$ cat src/rtl/digit_scan_mux_pkg.sv
// Shared types, default constants and helpers for the digit scan multiplexer.
package digit_scan_pkg;

    // Slot phase: dead-time blanking, then the digit is driven.
    typedef enum logic {
        PH_DEAD = 1'b0,
        PH_ON   = 1'b1
    } scan_phase_t;

    localparam int DEF_REFRESH_DIV = 24000;
    localparam int DEF_BLANK_CYC   = 8;

    // Map a logical "enable asserted" onto the physical pin level.
    function automatic logic en_level(input logic active, input logic active_low);
        return active ^ active_low;
    endfunction

endpackage

$ cat src/rtl/digit_scan_mux_slot_timer.sv
// Slot timer: counts the cycles of one digit slot, splits the slot into a
// dead phase and an on phase, and flags the last cycle of the slot.
module slot_timer
    import digit_scan_pkg::*;
#(
    parameter int REFRESH_DIV = DEF_REFRESH_DIV,
    parameter int BLANK_CYC   = DEF_BLANK_CYC
) (
    input  logic        clk,
    input  logic        rst,
    output scan_phase_t phase_nxt,
    output logic        slot_end
);

    localparam int CNT_W = (REFRESH_DIV > 1) ? $clog2(REFRESH_DIV) : 1;
    localparam logic [CNT_W-1:0] CNT_LAST   = CNT_W'(REFRESH_DIV - 1);
    localparam logic [CNT_W-1:0] BLANK_LAST = CNT_W'((BLANK_CYC > 0) ? (BLANK_CYC - 1) : 0);
    // With no dead time the slot is on from its first cycle.
    localparam scan_phase_t PH_START = (BLANK_CYC == 0) ? PH_ON : PH_DEAD;

    logic [CNT_W-1:0] cnt_r;
    logic [CNT_W-1:0] cnt_nxt_s;
    scan_phase_t      phase_r;
    scan_phase_t      phase_nxt_s;

    // Next slot count and phase.
    always_comb begin
        cnt_nxt_s   = cnt_r;
        phase_nxt_s = phase_r;
        case (phase_r)
            PH_DEAD: begin
                cnt_nxt_s = cnt_r + CNT_W'(1);
                if (cnt_r == BLANK_LAST) begin
                    phase_nxt_s = PH_ON;
                end else begin
                    phase_nxt_s = PH_DEAD;
                end
            end
            PH_ON: begin
                if (cnt_r == CNT_LAST) begin
                    cnt_nxt_s   = '0;
                    phase_nxt_s = PH_START;
                end else begin
                    cnt_nxt_s   = cnt_r + CNT_W'(1);
                    phase_nxt_s = PH_ON;
                end
            end
            default: begin
                cnt_nxt_s   = '0;
                phase_nxt_s = PH_START;
            end
        endcase
    end

    // Slot counter and phase registers.
    always_ff @(posedge clk or posedge rst) begin
        if (rst) begin
            cnt_r   <= '0;
            phase_r <= PH_START;
        end else begin
            cnt_r   <= cnt_nxt_s;
            phase_r <= phase_nxt_s;
        end
    end

    assign phase_nxt = phase_nxt_s;
    assign slot_end  = (phase_r == PH_ON) && (cnt_r == CNT_LAST);

endmodule

$ cat src/rtl/digit_scan_mux.sv
// Digit scan multiplexer: time-shares NUM_DIGITS data words onto one segment
// bus, with dead-time blanking, per-digit masking and a frame marker.
module digit_scan_mux
    import digit_scan_pkg::*;
#(
    parameter int NUM_DIGITS    = 4,
    parameter int DATA_W        = 4,
    parameter int REFRESH_DIV   = DEF_REFRESH_DIV,
    parameter int BLANK_CYC     = DEF_BLANK_CYC,
    parameter bit EN_ACTIVE_LOW = 1'b0
) (
    input  logic                          Osc,
    input  logic                          reset,
    input  logic [NUM_DIGITS*DATA_W-1:0]  digits_in,
    input  logic [NUM_DIGITS-1:0]         blank_mask,
    output logic [DATA_W-1:0]             s,
    output logic [NUM_DIGITS-1:0]         en,
    output logic [$clog2(NUM_DIGITS)-1:0] digit_idx,
    output logic                          frame_tick
);

    localparam int IDX_W = $clog2(NUM_DIGITS);
    localparam logic [IDX_W-1:0] IDX_LAST = IDX_W'(NUM_DIGITS - 1);
    localparam logic [NUM_DIGITS-1:0] EN_IDLE = {NUM_DIGITS{en_level(1'b0, EN_ACTIVE_LOW)}};

    if (NUM_DIGITS < 2) begin : g_bad_num_digits
        $error("digit_scan_mux: NUM_DIGITS must be at least 2");
    end
    if (REFRESH_DIV < 2) begin : g_bad_refresh_div
        $error("digit_scan_mux: REFRESH_DIV must be at least 2");
    end
    if (BLANK_CYC >= REFRESH_DIV) begin : g_bad_blank_cyc
        $error("digit_scan_mux: BLANK_CYC must be less than REFRESH_DIV");
    end

    scan_phase_t            phase_nxt_s;
    logic                   slot_end_s;
    logic                   wrap_s;
    logic [IDX_W-1:0]       digit_idx_r;
    logic [IDX_W-1:0]       idx_nxt_s;
    logic [NUM_DIGITS-1:0]  en_r;
    logic [NUM_DIGITS-1:0]  en_nxt_s;
    logic                   frame_tick_r;

    slot_timer #(
        .REFRESH_DIV (REFRESH_DIV),
        .BLANK_CYC   (BLANK_CYC)
    ) u_slot_timer (
        .clk       (Osc),
        .rst       (reset),
        .phase_nxt (phase_nxt_s),
        .slot_end  (slot_end_s)
    );

    assign wrap_s = slot_end_s && (digit_idx_r == IDX_LAST);

    // Next digit index; explicit wrap keeps non-power-of-2 counts legal.
    always_comb begin
        idx_nxt_s = digit_idx_r;
        if (slot_end_s) begin
            if (digit_idx_r == IDX_LAST) begin
                idx_nxt_s = '0;
            end else begin
                idx_nxt_s = digit_idx_r + IDX_W'(1);
            end
        end else begin
            idx_nxt_s = digit_idx_r;
        end
    end

    // Enable decode from next-state values so en lines up with phase/index.
    always_comb begin
        en_nxt_s = EN_IDLE;
        for (int i = 0; i < NUM_DIGITS; i++) begin
            en_nxt_s[i] = en_level((phase_nxt_s == PH_ON) &&
                                   (idx_nxt_s == IDX_W'(i)) &&
                                   !blank_mask[i], EN_ACTIVE_LOW);
        end
    end

    // Digit index, enable and frame marker registers.
    always_ff @(posedge Osc or posedge reset) begin
        if (reset) begin
            digit_idx_r  <= '0;
            en_r         <= EN_IDLE;
            frame_tick_r <= 1'b0;
        end else begin
            digit_idx_r  <= idx_nxt_s;
            en_r         <= en_nxt_s;
            frame_tick_r <= wrap_s;
        end
    end

    assign s          = digits_in[32'(digit_idx_r) * DATA_W +: DATA_W];
    assign en         = en_r;
    assign digit_idx  = digit_idx_r;
    assign frame_tick = frame_tick_r;

endmodule

$ cat config.mk
export PLATFORM = sky130hd
export DESIGN_NAME = digit_scan_mux
export DESIGN_NICKNAME = d
export VERILOG_FILES = /design/src/rtl/digit_scan_mux_pkg.sv /design/src/rtl/digit_scan_mux_slot_timer.sv /design/src/rtl/digit_scan_mux.sv
export SDC_FILE = /design/constraint.sdc
export NUM_CORES = 1
export LEC_CHECK = 0
export CAP_MARGIN = 20
export CORE_ASPECT_RATIO = 0.7
export CORE_UTILIZATION = 30
export CTS_CLUSTER_DIAMETER = 40
export DETAILED_ROUTE_END_ITERATION = 10
export PLACE_DENSITY_LB_ADDON = 0.05
export SLEW_MARGIN = 10
export SYNTH_ARGS = -nofsm -noshare
export SYNTH_HDL_FRONTEND = slang
export SYNTH_SLANG_ARGS = --single-unit
$ cat constraint.sdc
create_clock -name Osc -period 2.14 [get_ports Osc]
set_input_delay 0.428 -clock Osc [delete_from_list [all_inputs] [get_ports Osc]]
set_output_delay 0.428 -clock Osc [all_outputs]
set_load 0.02 [all_outputs]
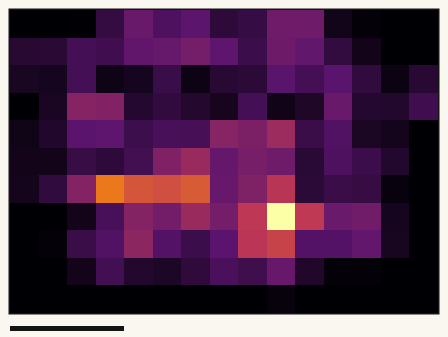
(images/route_heat.png)
Scale bar: 20 um. 15 x 11 tiles, from black (low) to pale yellow (high), scaled to the fullest tile. Values are wire area over tile area, all layers added.
tiles over half the peak = 4.2%
fullest tile = 0.54
densest ninth of the die = centre
nearly empty tiles = 23%
mean over tiles = 0.090

==> flow_summary_export.csv <==
group,metric,value,unit
outcome,status,"finished, final reports clean",
synthesis,netlist_instances,100,
worst_setup_path,path_class,"in2out",
synthesis,ys.flop_type,"dfrtp_1",
hold_path,min_to,"u_slot_timer.cnt_r[0]$_DFF_PP0_",
global_routing,grtUsageMet1,18.4,%
global_routing,grt_pass1_wl,3870,um
synthesis,synth_cell_type_count,28,
global_routing,use_met3,4.57,%
floorplanning,initCoreUtil,31.6,%
global_routing,grt_pass1_vias,809,
sta,finalCriticalPeriod,2.04,ns
hold_path,holdCritStartpoint,"u_slot_timer.cnt_r[0]$_DFF_PP0_",
floorplanning,core_area,3560,um^2
layout,n_all_buffers,37,
layout,final_cell_area,1570,um^2
power,intPower,0.612,mW
layout,seq_cells,23,
power,p_total,0.770,mW
worst_setup_path,cp-end-kind,"output port",
synthesis,syn-num-nets,124,
routing,drt-met1-wl,1190,um
layout,clkbuf_count,4,
placement,dp_cells,183,
floorplanning,die_h,53.2,um
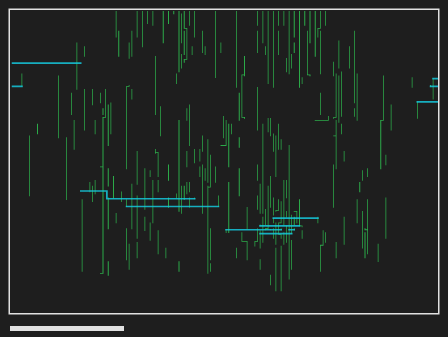
(images/layers.png)
Scale bar: 20 um. Two of the layers only.
cyan -> M3  # wire length 87.2 um
green -> M2  # wire length 1010 um

## critical path: stages
cell	delay, ns
clkdlybuf4s50_1	0.40
mux4_2	0.46
dlygate4sd2_1	0.33
## layout by cell type (no fill, tap or decap), drive strengths merged, types with 2 or more instances in the layout
cell type and n:
nand3 6, nand2 5, inv 4, ha 2, buf 5, dlygate4sd2 4, nor4b 2, xnor2 7
nor3 7, mux2 2, clkdlybuf4s50 28, dfrtp 23, nor2 13, nor4 4, and3 2, xor2 5
clkbuf 4, or3 2, mux4 4
## registers in the layout (all words and copies together), names as in the netlist
name	cells
frame_tick	1
u_slot_timer.phase_r	1
en	4
u_slot_timer.cnt_r	15
digit_idx	2
No activity file was given, so power comes from the tool's default toggle rates.
